==> run_1/zoom.png <==
The bar under the picture is 10 µm long. Region (14, 14) to (39, 39) µm. Cells in gray, sequential cells in the stronger gray; small squares are vias.
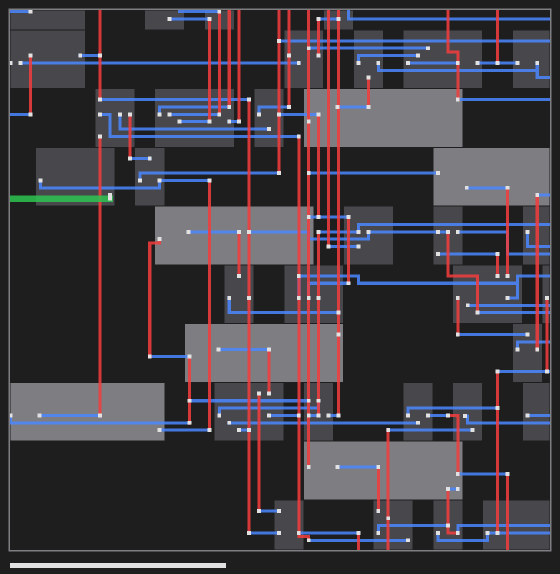
==> run_1/port_nets.png <==
The bar under the picture is 20 µm long.
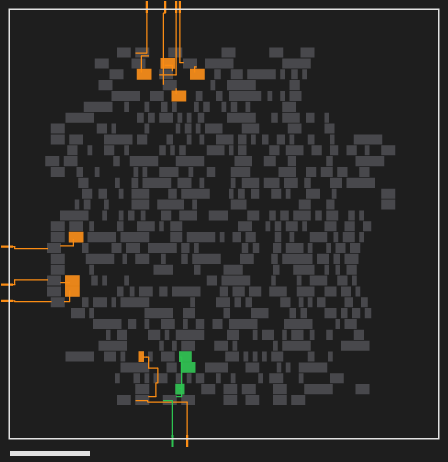
==> run_1/final_congestion.png <==
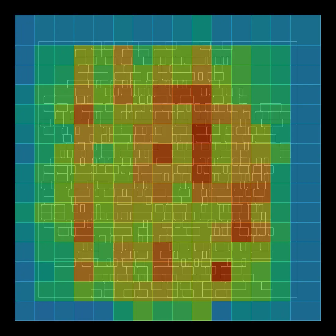
==> run_1/registers.png <==
The bar under the picture is 20 µm long. Other sequential cells in the stronger gray, the rest of the logic in the fainter gray.
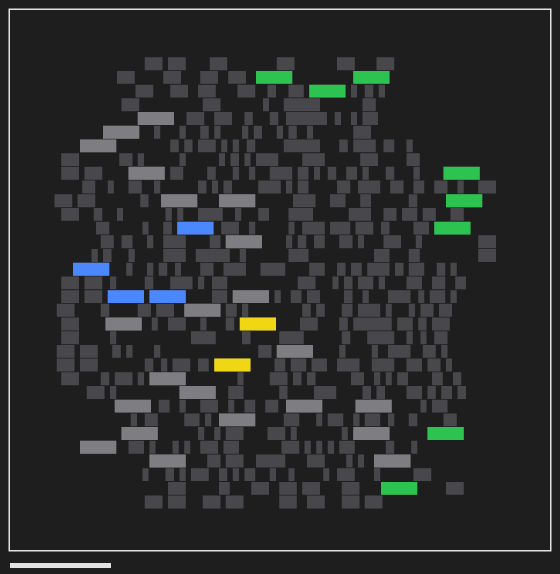
## config.mk

```make
export PLATFORM = sky130hd
export DESIGN_NAME = alu_share_sched_flat
export DESIGN_NICKNAME = d
export VERILOG_FILES = /design/src/rtl/alu_share_if.sv /design/src/rtl/alu_share_sched.sv /design/src/flat_wrapper.sv
export SDC_FILE = /design/constraint.sdc
export NUM_CORES = 1
export LEC_CHECK = 0
export CELL_PAD_IN_SITES_DETAIL_PLACEMENT = 1
export CELL_PAD_IN_SITES_GLOBAL_PLACEMENT = 2
export CORE_MARGIN = 8
export CORE_UTILIZATION = 33
export CTS_CLUSTER_DIAMETER = 150
export DETAILED_ROUTE_END_ITERATION = 10
export PLACE_DENSITY = 0.86
export SYNTH_ARGS = -nofsm -noshare
export SYNTH_HDL_FRONTEND = slang
export SYNTH_SLANG_ARGS = --single-unit
```

## constraint.sdc

```tcl
create_clock -name clk -period 3.7 [get_ports clk]
set_input_delay 0.74 -clock clk [delete_from_list [all_inputs] [get_ports clk]]
set_output_delay 0.74 -clock clk [all_outputs]
set_load 0.01 [all_outputs]
```

## src/rtl/alu_share_if.sv

```systemverilog
// Request/response bundle between two control-path clients and the shared ALU scheduler.
interface alu_share_if;
  logic       req0_valid, req0_ready;
  logic [1:0] req0_op;
  logic [7:0] req0_a, req0_b;
  logic       req1_valid, req1_ready;
  logic [1:0] req1_op;
  logic [7:0] req1_a, req1_b;
  logic       rsp_valid, rsp_ready;
  logic [7:0] rsp_data;
  logic       rsp_id, rsp_flag;

  modport slave (
    input  req0_valid, req0_op, req0_a, req0_b,
    input  req1_valid, req1_op, req1_a, req1_b,
    output req0_ready, req1_ready,
    output rsp_valid, rsp_data, rsp_id, rsp_flag,
    input  rsp_ready
  );

  modport master (
    output req0_valid, req0_op, req0_a, req0_b,
    output req1_valid, req1_op, req1_a, req1_b,
    input  req0_ready, req1_ready,
    input  rsp_valid, rsp_data, rsp_id, rsp_flag,
    output rsp_ready
  );
endinterface

```

## src/rtl/alu_share_sched.sv

```systemverilog
// Round-robin scheduler sharing one 8-bit ADD/SUB/PACK/ASHR unit between two requesters.
module alu_share_sched (
  input  logic         clk,
  input  logic         rst,
  alu_share_if.slave   bus
);
  typedef enum logic [1:0] {IDLE, EXEC, DONE} state_t;
  localparam logic [1:0] OP_ADD = 2'b00, OP_SUB = 2'b01, OP_PACK = 2'b10, OP_ASHR = 2'b11;

  state_t     state_q, state_d;
  logic       prio_q, prio_d;
  logic [1:0] op_q, op_d;
  logic [7:0] a_q, a_d, b_q, b_d;
  logic       id_q, id_d;
  logic [3:0] cnt_q, cnt_d;
  logic [7:0] rsp_data_q, rsp_data_d;
  logic       rsp_flag_q, rsp_flag_d, rsp_id_q, rsp_id_d;

  logic [1:0]       vld;
  logic [1:0][1:0]  rq_op;
  logic [1:0][7:0]  rq_a, rq_b;
  logic [1:0]       grant;
  logic             gid;
  logic [8:0]       sum;
  logic [7:0]       diff, shr;

  assign vld   = {bus.req1_valid, bus.req0_valid};
  assign rq_op = {bus.req1_op, bus.req0_op};
  assign rq_a  = {bus.req1_a, bus.req0_a};
  assign rq_b  = {bus.req1_b, bus.req0_b};

  assign sum  = {1'b0, a_q} + {1'b0, b_q};
  assign diff = a_q - b_q;
  assign shr  = {a_q[7], a_q[7:1]};

  // prio names the favoured port when both are valid
  always_comb begin
    grant = 2'b00;
    if (!rst && state_q == IDLE) begin
      grant[0] = vld[0] & (~vld[1] | ~prio_q);
      grant[1] = vld[1] & (~vld[0] |  prio_q);
    end
  end
  assign gid = grant[1];

  assign bus.req0_ready = grant[0];
  assign bus.req1_ready = grant[1];
  assign bus.rsp_valid  = (state_q == DONE);
  assign bus.rsp_data   = rsp_data_q;
  assign bus.rsp_flag   = rsp_flag_q;
  assign bus.rsp_id     = rsp_id_q;

  always_comb begin
    state_d    = state_q;
    prio_d     = prio_q;
    op_d       = op_q;
    a_d        = a_q;
    b_d        = b_q;
    id_d       = id_q;
    cnt_d      = cnt_q;
    rsp_data_d = rsp_data_q;
    rsp_flag_d = rsp_flag_q;
    rsp_id_d   = rsp_id_q;
    case (state_q)
      IDLE: begin
        if (|grant) begin
          op_d    = rq_op[gid];
          a_d     = rq_a[gid];
          b_d     = rq_b[gid];
          id_d    = gid;
          cnt_d   = rq_b[gid][3:0];
          prio_d  = ~gid;
          state_d = EXEC;
        end
      end
      EXEC: begin
        rsp_id_d   = id_q;
        rsp_flag_d = 1'b0;
        state_d    = DONE;
        case (op_q)
          OP_ADD:  {rsp_flag_d, rsp_data_d} = sum;
          OP_SUB: begin
            rsp_data_d = diff;
            rsp_flag_d = (a_q[7] ^ b_q[7]) & (diff[7] ^ a_q[7]);
          end
          OP_PACK: rsp_data_d = {a_q[7:6], b_q[5:4], a_q[3:2], b_q[1:0]};
          default: begin
            // a_q doubles as the shift working register; n=0 still takes one cycle
            if (cnt_q <= 4'd1) begin
              rsp_data_d = (cnt_q == 4'd0) ? a_q : shr;
            end else begin
              a_d     = shr;
              cnt_d   = cnt_q - 4'd1;
              state_d = EXEC;
            end
          end
        endcase
      end
      DONE: begin
        if (bus.rsp_ready) state_d = IDLE;
      end
      default: state_d = IDLE;
    endcase
  end

  always_ff @(posedge clk) begin
    if (rst) begin
      state_q    <= IDLE;
      prio_q     <= 1'b0;
      op_q       <= 2'b00;
      a_q        <= 8'h00;
      b_q        <= 8'h00;
      id_q       <= 1'b0;
      cnt_q      <= 4'd0;
      rsp_data_q <= 8'h00;
      rsp_flag_q <= 1'b0;
      rsp_id_q   <= 1'b0;
    end else begin
      state_q    <= state_d;
      prio_q     <= prio_d;
      op_q       <= op_d;
      a_q        <= a_d;
      b_q        <= b_d;
      id_q       <= id_d;
      cnt_q      <= cnt_d;
      rsp_data_q <= rsp_data_d;
      rsp_flag_q <= rsp_flag_d;
      rsp_id_q   <= rsp_id_d;
    end
  end
endmodule

```

## src/flat_wrapper.sv

```systemverilog
// flat-port wrapper written by rule: the top's interface ports become plain ports
module alu_share_sched_flat 
  (clk, rst, bus_req0_valid, bus_req0_op, bus_req0_a, bus_req0_b, bus_req1_valid, bus_req1_op, bus_req1_a, bus_req1_b, bus_req0_ready, bus_req1_ready, bus_rsp_valid, bus_rsp_data, bus_rsp_id, bus_rsp_flag, bus_rsp_ready);
  alu_share_if bus_i ();
  input  logic clk;
  input  logic rst;
  input wire logic [$bits(bus_i.req0_valid)-1:0] bus_req0_valid;
  input wire logic [$bits(bus_i.req0_op)-1:0] bus_req0_op;
  input wire logic [$bits(bus_i.req0_a)-1:0] bus_req0_a;
  input wire logic [$bits(bus_i.req0_b)-1:0] bus_req0_b;
  input wire logic [$bits(bus_i.req1_valid)-1:0] bus_req1_valid;
  input wire logic [$bits(bus_i.req1_op)-1:0] bus_req1_op;
  input wire logic [$bits(bus_i.req1_a)-1:0] bus_req1_a;
  input wire logic [$bits(bus_i.req1_b)-1:0] bus_req1_b;
  output wire logic [$bits(bus_i.req0_ready)-1:0] bus_req0_ready;
  output wire logic [$bits(bus_i.req1_ready)-1:0] bus_req1_ready;
  output wire logic [$bits(bus_i.rsp_valid)-1:0] bus_rsp_valid;
  output wire logic [$bits(bus_i.rsp_data)-1:0] bus_rsp_data;
  output wire logic [$bits(bus_i.rsp_id)-1:0] bus_rsp_id;
  output wire logic [$bits(bus_i.rsp_flag)-1:0] bus_rsp_flag;
  input wire logic [$bits(bus_i.rsp_ready)-1:0] bus_rsp_ready;
  assign bus_i.req0_valid = bus_req0_valid;
  assign bus_i.req0_op = bus_req0_op;
  assign bus_i.req0_a = bus_req0_a;
  assign bus_i.req0_b = bus_req0_b;
  assign bus_i.req1_valid = bus_req1_valid;
  assign bus_i.req1_op = bus_req1_op;
  assign bus_i.req1_a = bus_req1_a;
  assign bus_i.req1_b = bus_req1_b;
  assign bus_req0_ready = bus_i.req0_ready;
  assign bus_req1_ready = bus_i.req1_ready;
  assign bus_rsp_valid = bus_i.rsp_valid;
  assign bus_rsp_data = bus_i.rsp_data;
  assign bus_rsp_id = bus_i.rsp_id;
  assign bus_rsp_flag = bus_i.rsp_flag;
  assign bus_i.rsp_ready = bus_rsp_ready;
  alu_share_sched u_core (.clk(clk), .rst(rst), .bus(bus_i));
endmodule
```

==> run summary, run 1 <==
fresh numbers from the pnr run: Core Region 0.00813 mm², post_cts resized 0, Buf+Inv Stages, Crit Path 3, setup repair bufs after CTS 0, hpwl dp 6260 µm, CP cell instances clkdlybuf4s50_1 -> nor3_4 -> nand3_2 -> clkinv_1 -> clkdlybuf4s50_1, relative slew slack 47.2%, Yosys top cell by area dfxtp_1, area delta synth->final 23.1%, Nets 446, Post-synth EDFFs 0, antenna-violating nets left 0, detailed-routing iteration count for the pre-antenna-repair pass 4, most numerous logic cells after layout clkdlybuf4s50_1 (53), nor2_1 (49), nand2_1 (36), dfxtp_1 (36), mux2i_1 (22), Seq/Total Area, Yosys 26.2%, number of CTS-inserted buffers 5, Log Warnings 35, R2R depth 8, R2R Setup Slk 1.30 ns, WP data required 2.96 ns, Post-CTS Hold Fix Bufs 0, Switch Pwr 0.000407 W, pre-CTS setup slack 0.492 ns, layout cells sized above 1 6.74%, RSZ-0062 raised after global routing false, Max Cap Viol 0, TritonCTS Sinks 36, clock share of power 24.7%, Dominant flop cell dfxtp_1, CTS root buffer clkbuf_8, Power, Total 0.00115 W, setup violators final 0, CTS tree done, hold_sp u_core.bus.rsp_data[2], fmax 313 MHz, Total Wirelength 8100 µm, Dominant cell area share 26.2%, CP arrival 2.45 ns, CTS clk-pin slew, worst paths 0.07 ns, worst setup path category input port to output pin, largest net degree at the start of global routing 40, initial antenna violation count 0, Warnings, synthesis 0, most used cell, CP clkdlybuf4s50_1, Late-Pin Clk Latency 0.29 ns, CTS max path bufs 2, Switching Share 35.4%, # rows 33, Comb pwr share 34.9%, Registers, synthesis 36, die width 107 µm, pwr dens 341 mW/mm², gpl congestion 0.803, Yosys Instances 341, status finished, final reports clean, CP max FO 10, Post-Synthesis Cells 341, Fin. Hold Viols 0, Crit path depth 5, Leak 1.35 nW, crit path to bus_req0_ready, r2r startpoint u_core.b_q[0], final period utilization 86.3%, total grt overflow 0, CTS H-tree depth 2, Critical Path Source Type input port, starting density of the core 33.8%, slowest CP cell clkdlybuf4s50_1, DIE HEIGHT 107 µm, Worst Tran Pin Value 0.791 ns, diode count 0, Final min period 3.19 ns, via count 2,566, Cell area leaders dfxtp_1 (26%), ha_1 (8.2%), mux2i_1 (8.0%), nor2_1 (6.7%), nand2_1 (4.9%), crit path from rst, yosys stat area 0.00275 mm², asr flop ratio synth 0%, Max stage delay on crit path 0.57 ns, hold slack 0.459 ns, Seq pwr share 40.4%
About zoom.png:
met3 -> green
met1 -> blue
met2 -> red
most frequent = nand2_1 (6), dfxtp_1 (6), nor2_1 (4)
sequential cells in the window = 6
cells with their middle in the window = 30
netlist names of flops here include = `u_core.a_q` (2)

About port_nets.png:
`bus_req0_valid` -> green  # direction input, end cells 3, buffers 1, wire 23.6 µm
`bus_req0_a` -> orange  # direction input, end cells 8, buffers 8, wire 157 µm
# IOs: 54
PortBufs: 53

About final_congestion.png:
Total GRT Usage: 14.3%
fin util: 41.5%
WL/cell: 16.5 µm
met3 GRT Util: 1.80%

About registers.png:
`u_core.cnt_q` -> blue  # flops 4, where west
`u_core.bus.rsp_data` -> green  # flops 8
`u_core.state_q` -> yellow  # flops 2
not colored = 22
sequential power: 0.000465 W
Seq area share: 21.3%
Flop area: 721 µm²

run 1: registers in the layout, summed over array words and instances (netlist names):
signal               flops
u_core.bus.rsp_flag      1
u_core.cnt_q             4
u_core.a_q               8
u_core.op_q              2
u_core.bus.rsp_id        1
u_core.b_q               8
u_core.id_q              1
u_core.bus.rsp_data      8
u_core.prio_q            1
u_core.state_q           2
run 1: metrics by stage:
| stage | cells | area (µm²) | utilization (%) |
|---|---|---|---|
| 5_1_grt | 491 | 3380 | 41.5 |
| 3_3_place_gp | 483 | 3290 | 40.5 |
| 4_1_cts | 491 | 3380 | 41.5 |
| 6_report | 491 | 3380 | 41.5 |
| 3_5_place_dp | 483 | 3290 | 40.5 |
| 2_1_floorplan | 341 | 2750 | - |
run 1: power by group through the flow:
| stage | Combinational, W | Clock [W] | Sequential [W] |
|---|---|---|---|
| finish | 0.000402 | 0.000284 | 0.000465 |
| global route | 0.000443 | 0.000314 | 0.000471 |
| CTS | 0.000404 | 0.000293 | 0.000465 |
| detailed placement | 0.000401 | 0 | 0.000474 |
| global placement | 0.000396 | 0 | 0.000473 |
| floorplan | 0.000293 | 0 | 0.000455 |
run 1: area by class of cell:
| class | instances | area (µm²) |
|---|---|---|
| fill | 970 | 4750 |
| multi-input combinational | 269 | 1820 |
| sequential | 36 | 721 |
| timing repair buffer | 56 | 553 |
| tap | 105 | 131 |
| clock buffer | 5 | 68.8 |
| inverter | 17 | 63.8 |
| clock inverter | 3 | 18.8 |
run 1: cell usage after synthesis, drive strengths merged, types with 2 or more instances:
| library cell | n |
|---|---|
| inv | 16 |
| o211ai | 3 |
| o21a | 2 |
| nor4 | 2 |
| mux2 | 2 |
| o31ai | 3 |
| a22oi | 3 |
| buf | 11 |
| xor2 | 2 |
| nand4 | 2 |
| a2bb2oi | 2 |
| a31oi | 2 |
| a21boi | 2 |
| a211oi | 7 |
| nand3 | 5 |
| fa | 2 |
| xnor2 | 5 |
| nor3b | 5 |
| o31a | 2 |
| ha | 18 |
| o21ai | 21 |
| nand3b | 2 |
| nand2 | 37 |
| o21bai | 3 |
| nor3 | 11 |
| nor2b | 8 |
| mux2i | 22 |
| a311oi | 8 |
| a2111oi | 2 |
| a21oi | 20 |
| clkbuf | 6 |
| dlygate4sd1 | 2 |
| nand2b | 7 |
| dfxtp | 36 |
| nor2 | 49 |
run 1: metal layers:
layer	routed length [µm]	GRT usage, %	part of all wire, %	vias up
met4	44	2.71	0.54	0
li1	-	-	-	1288
met2	3980	24.5	49	34
met5	0	0	0	-
met3	161	1.80	2.0	2
met1	3910	18.7	48	1242
run 1: worst reg2reg max path: cells and delay by family (launching register included):
kind	cells	cell delay, ns
fa+ha+maj	2	0.65
simple gates	3	0.62
compound gates	2	0.49
flops	1	0.36
xor+xnor	1	0.15
run 1: kinds of logic (layout without fill, tap and decap cells):
logic type | count (synthesis) | after routing | share of synthesized area [%]
muxes | 25 | 25 | 9.66
and+or+nand+nor | 132 | 132 | 23.3
AOI/OAI and AO/OA | 85 | 85 | 21.5
DFF | 36 | 36 | 26.2
adders and majority gates | 20 | 20 | 9.66
buffers and inverters | 36 | 81 | 7.38
xor gates and xnor gates | 7 | 7 | 2.23
==> run_1/gate_families.png <==
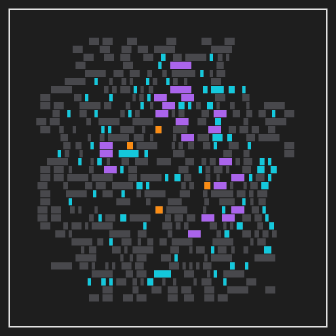

==> inputs of run 2 (changes only) <==
--- a/config.mk
+++ b/config.mk
@@ -11,7 +11,7 @@
 export CORE_UTILIZATION = 33
 export CTS_CLUSTER_DIAMETER = 150
 export DETAILED_ROUTE_END_ITERATION = 10
-export PLACE_DENSITY = 0.86
+export PLACE_DENSITY = 0.94
 export SYNTH_ARGS = -nofsm -noshare
 export SYNTH_HDL_FRONTEND = slang
 export SYNTH_SLANG_ARGS = --single-unit
==> run_2/gate_families.png <==
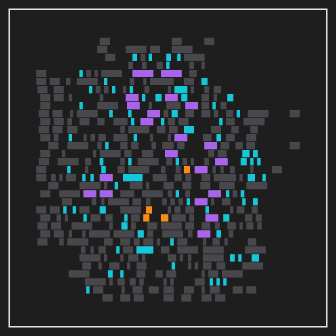
AND and OR gates -> orange  # cells 4
NOR gates -> cyan  # cells 75
adder and majority cells -> purple  # cells 20, where center
logic share of the area: 53.9%
Layout Cells excl Fill: 490

==> run_2/final_congestion.png <==
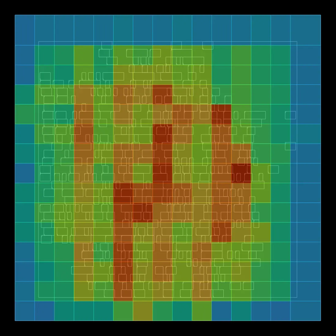
Total GRT Usage: 14.4%
met1 usage: 18.6%
WL/cell: 16.4 µm
GRT Max-Usage Layer: met2
fin util: 41.6%

==> run 2 against run 1 <==
  * Critical endpoint unchanged
  * Largest power group unchanged
  * Area after synthesis unchanged
  * Clock power up about 10%
  * Fmax is 0.15% lower
==> run summary, run 2 <==
fresh numbers from the pnr run: starting density of the core 33.8% (unchanged), Late-Pin Clk Latency 0.30 ns (about the same), setup violators final 0 (unchanged), Total Wirelength 8030 µm (-0.89%), number of CTS-inserted buffers 5 (unchanged), DIE HEIGHT 107 µm (unchanged), Post-synth EDFFs 0 (unchanged), diode count 0 (unchanged), Yosys Instances 341 (unchanged), Registers, synthesis 36 (unchanged), CTS tree done, Core Region 0.00813 mm² (unchanged), total grt overflow 0 (unchanged), TritonCTS Sinks 36 (unchanged), most numerous logic cells after layout clkdlybuf4s50_1 (53), nor2_1 (49), nand2_1 (36), dfxtp_1 (36), mux2i_1 (22), Leak 1.34 nW (-0.10%), Log Warnings 35 (unchanged), CTS clk-pin slew, worst paths 0.08 ns (about the same), DP Area 0.00328 mm² (-0.23%), initial antenna violation count 0 (unchanged), status finished, final reports clean, CP arrival 2.46 ns (about the same), antenna-violating nets left 0 (unchanged), setup repair bufs after CTS 0 (unchanged), pwr dens 348 mW/mm² (+2.2%), Nets 445 (-0.22%), cell with the most instances after synthesis nor2_1, RSZ-0062 raised after global routing false, WP data required 2.96 ns (about the same), detailed-routing iteration count for the pre-antenna-repair pass 4 (unchanged), top cells by count nor2_1 (49), dfxtp_1 (36), nand2_1 (36), mux2i_1 (22), Warnings, synthesis 0 (unchanged), Post-CTS Hold Fix Bufs 0 (unchanged), # IOs 54 (unchanged), Inst Count DP 482 (-0.21%), CTS root buffer clkbuf_8, Dominant flop cell dfxtp_1, die width 107 µm (unchanged), Yosys top cell by area dfxtp_1
==> run_2/port_nets.png <==
The bar under the picture is 20 µm long.
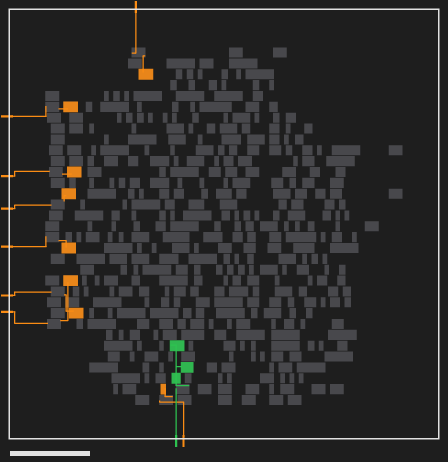
`bus_req0_valid` -> green  # direction input, end cells 3, buffers 1, wire 28.4 µm
`bus_req0_a` -> orange  # direction input, end cells 8, buffers 8, wire 129 µm

run 2: cell counts after synthesis:
Identical to the previous run, type by type.
run 2: logic make-up (layout without fill, tap and decap cells):
kind of cell               count (synthesis)  after routing  synth area share, %
adders and majority gates                 20             20                 9.66
AOI/OAI and AO/OA                         85             85                 21.5
and+or+nand+nor                          132            132                 23.3
muxes                                     25             25                 9.66
xor gates and xnor gates                   7              7                 2.23
buffers and inverters                     36             80                 7.38
DFF                                       36             36                 26.2
run 2: worst paths after layout:
kind,start,to,slack (ns),cells after the start
worst max-delay path,rst,bus_req0_ready,0.50,5
worst min-delay path,u_core.bus.rsp_data[2],u_core.bus.rsp_data[2],0.46,2
worst max register to register,u_core.b_q[0],u_core.bus.rsp_data[6],1.24,8
worst min register to register,u_core.bus.rsp_data[2],u_core.bus.rsp_data[2],0.46,2
run 2: critical path, cell delays in order:
cell             delay (ns)
clkdlybuf4s50_1        0.46
nor3_4                 0.20
nand3_2                0.24
clkinv_1               0.23
clkdlybuf4s50_1        0.59
run 2: report_power, final:
part / leakage [nW] / internal (W) / switching, W
Clock: 0.0516 / 0.000153 / 0.000160
Sequential: 0.295 / 0.000418 / 0.0000467
Combinational: 0.998 / 0.000194 / 0.000206
Total: 1.34 / 0.000764 / 0.000413
run 2: metrics by stage:
step                      util [%]  power [W]
after floorplan                  -   0.000747
after global placement        40.4   0.000861
after detailed placement      40.4   0.000873
after CTS                     41.6    0.00119
after global routing          41.6    0.00124
final                         41.6    0.00118
run 2: routing by layer:
| metal | global-route usage [%] | routed length [µm] | up-vias |
|---|---|---|---|
| met2 | 24.2 | 3870 | 44 |
| li1 | - | - | 1289 |
| met5 | 0 | 0 | - |
| met1 | 18.6 | 3820 | 1259 |
| met4 | 4.42 | 123 | 0 |
| met3 | 2.04 | 212 | 11 |
run 2: area by class of cell:
type | instances | area (µm²) | area share [%]
tap | 105 | 131 | 3.89
sequential | 36 | 721 | 21.3
multi-input combinational | 269 | 1820 | 53.9
timing repair buffer | 55 | 546 | 16.1
inverter | 17 | 63.8 | 1.89
clock buffer | 6 | 82.6 | 2.44
clock inverter | 2 | 13.8 | 0.407
==> inputs of run 3 (changes only) <==
--- a/config.mk
+++ b/config.mk
@@ -10,6 +10,7 @@
 export CORE_MARGIN = 8
 export CORE_UTILIZATION = 33
 export CTS_CLUSTER_DIAMETER = 150
+export CTS_CLUSTER_SIZE = 30
 export DETAILED_ROUTE_END_ITERATION = 10
 export PLACE_DENSITY = 0.94
 export SYNTH_ARGS = -nofsm -noshare
==> run_3/zoom.png <==
The bar under the picture is 10 µm long. Region (14, 14) to (39, 39) µm. Cells in gray, sequential cells in the stronger gray; small squares are vias.
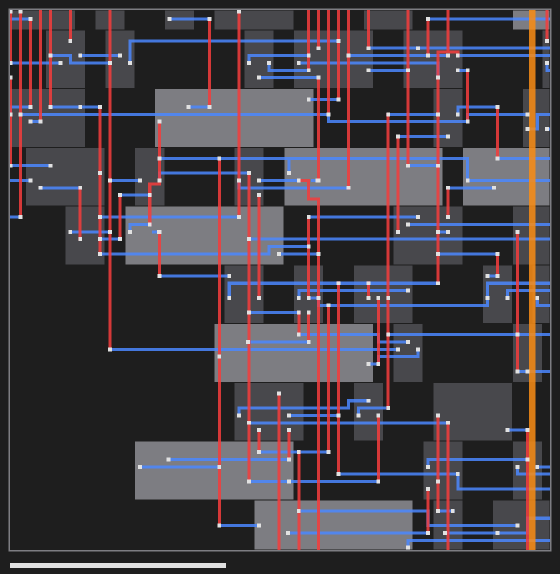
met2 -> red
met1 -> blue
met4 -> orange
most frequent = nand2_1 (7), dfxtp_1 (7)
netlist names of flops here include = `u_core.a_q` (2)
cells with their middle in the window = 33
sequential cells in the window = 7

==> run_3/gate_families.png <==
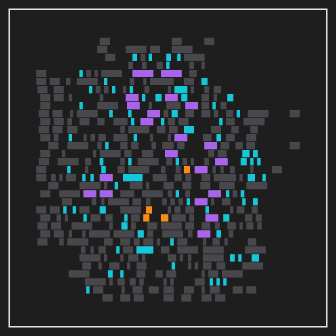
adder and majority cells -> purple  # cells 20, where center
NOR gates -> cyan  # cells 75
AND and OR gates -> orange  # cells 4
Top cell excl fill/tap: clkdlybuf4s50_1

==> run_3/registers.png <==
The bar under the picture is 20 µm long. Other sequential cells in the stronger gray, the rest of the logic in the fainter gray.
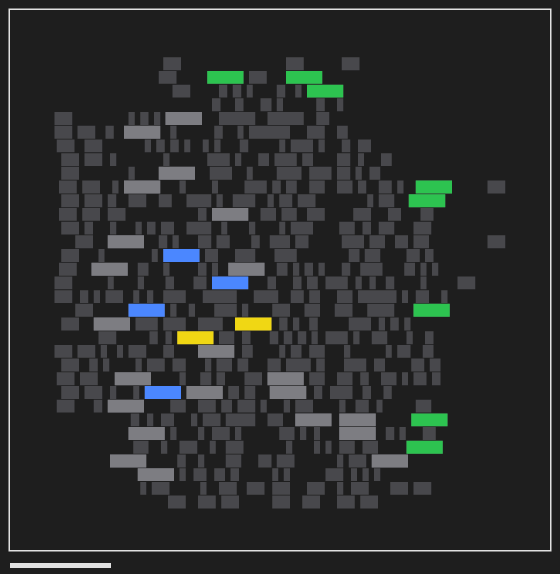
`u_core.bus.rsp_data` -> green  # flops 8
`u_core.state_q` -> yellow  # flops 2
`u_core.cnt_q` -> blue  # flops 4
not colored = 22
sequential power: 0.000464 W
Seq area share: 21.3%

==> run 3 against run 2 <==
  * Critical path depth did not move
  * Core utilization did not move
  * Flip-flop count did not move
  * Largest cell class unchanged
  * Register-to-register slack barely moved
  * Highest routed layer unchanged
  * Clock power barely moved
==> run summary, run 3 <==
fresh numbers from the pnr run: status finished, final reports clean, most numerous logic cells after layout clkdlybuf4s50_1 (53), nor2_1 (49), nand2_1 (36), dfxtp_1 (36), mux2i_1 (22), clock share of power 26.6% (about the same), Post-synth EDFFs 0 (unchanged), Nets 445 (unchanged), RSZ-0062 raised after global routing false, crit path to bus_req0_ready, Max stage delay on crit path 0.59 ns (about the same), die width 107 µm (unchanged), initial antenna violation count 0 (unchanged), Yosys Instances 341 (unchanged), CTS tree done, Switching Share 35.1% (unchanged), Late-Pin Clk Latency 0.30 ns (about the same), asr flop ratio synth 0%, CP arrival 2.46 ns (about the same), Post-CTS Hold Fix Bufs 0 (unchanged), diode count 0 (unchanged), detailed-routing iteration count for the pre-antenna-repair pass 4 (unchanged), Core Region 0.00813 mm² (unchanged), setup violators final 0 (unchanged), Total GRT Usage 14.4% (unchanged), Seq pwr share 39.4% (about the same), most used cell, CP clkdlybuf4s50_1, Leak 1.34 nW (unchanged), R2R Setup Slk 1.24 ns (about the same), TritonCTS Sinks 36 (unchanged), DIE HEIGHT 107 µm (unchanged), Dominant flop cell dfxtp_1, Crit path depth 5 (unchanged), WP data required 2.96 ns (about the same), Total Wirelength 8030 µm (unchanged), Comb pwr share 34.0% (about the same), total grt overflow 0 (unchanged), r2r startpoint u_core.b_q[0], antenna-violating nets left 0 (unchanged), Registers, synthesis 36 (unchanged), pwr dens 348 mW/mm² (unchanged), number of CTS-inserted buffers 5 (unchanged), Log Warnings 35 (unchanged), Yosys top cell by area dfxtp_1, Warnings, synthesis 0 (unchanged), P_int 0.000764 W (unchanged), R2R depth 8 (unchanged), CP delay by family, top buffers and inverters, CTS clk-pin slew, worst paths 0.08 ns (about the same), # IOs 54 (unchanged), top cells by count nor2_1 (49), dfxtp_1 (36), nand2_1 (36), mux2i_1 (22), Power, Total 0.00118 W (unchanged), CTS root buffer clkbuf_8, slowest CP cell clkdlybuf4s50_1, CP cell instances clkdlybuf4s50_1 -> nor3_4 -> nand3_2 -> clkinv_1 -> clkdlybuf4s50_1, Worst R2R End u_core.bus.rsp_data[6]
==> run 3: cell counts after synthesis <==
Identical to the previous run, type by type.
==> run 3: through the flow <==
stage                     setup slack [ns]  area (µm²)  utilization [%]  hold slack (ns)  cells
after floorplan                       1.39        2750                -            0.432    341
after global placement               0.563        3280             40.4            0.448    482
after detailed placement             0.471        3280             40.4            0.455    482
after CTS                            0.471        3380             41.6            0.464    490
after global routing                 0.368        3380             41.6            0.484    490
final                                0.504        3380             41.6            0.459    490
==> run 3: worst min-delay path by stage <==
stage                            from                      to
3_5_place_dp   u_core.bus.rsp_data[2]  u_core.bus.rsp_data[2]
6_report       u_core.bus.rsp_data[2]  u_core.bus.rsp_data[2]
2_1_floorplan             u_core.id_q       u_core.bus.rsp_id
4_1_cts        u_core.bus.rsp_data[2]  u_core.bus.rsp_data[2]
5_1_grt                   u_core.id_q       u_core.bus.rsp_id
3_3_place_gp              u_core.id_q       u_core.bus.rsp_id
==> run 3: kinds of logic (layout without fill, tap and decap cells) <==
family                   count (synthesis)  after routing  share of synthesized area, %
AND-OR/OR-AND                           85             85                          21.5
XOR/XNOR                                 7              7                          2.23
adder cells (fa/ha/maj)                 20             20                          9.66
buffers and inverters                   36             80                          7.38
flip-flops                              36             36                          26.2
multiplexers                            25             25                          9.66
AND/OR/NAND/NOR                        132            132                          23.3
==> run 3: power by group through the flow <==
stage | combinational, W | sequential (W) | clock, W
floorplan | 0.000293 | 0.000455 | 0
global placement | 0.000389 | 0.000472 | 0
detailed placement | 0.000400 | 0.000473 | 0
CTS | 0.000403 | 0.000464 | 0.000320
global route | 0.000448 | 0.000469 | 0.000327
finish | 0.000400 | 0.000464 | 0.000313
==> run 3: area by class of cell <==
type / count / area (µm²)
Clock buffer: 6 / 82.6
Clock inverter: 2 / 13.8
Fill cell: 984 / 4750
Inverter: 17 / 63.8
Multi-Input combinational cell: 269 / 1820
Sequential cell: 36 / 721
Tap cell: 105 / 131
Timing Repair Buffer: 55 / 546
==> run 3: layer usage <==
metal / GRT usage, % / part of all wire (%) / vias to the layer above
met5: 0 / 0 / -
met4: 4.42 / 1.5 / 0
met3: 2.04 / 2.6 / 11
met2: 24.2 / 48 / 44
met1: 18.6 / 48 / 1259
li1: - / - / 1289
==> run 3: tightest hold or removal path, stage by stage, from the launching register on <==
cell	delay, ns
dfxtp_1	0.31
nand2_1	0.05
a21oi_1	0.05
No activity file was given, so power comes from the tool's default toggle rates.
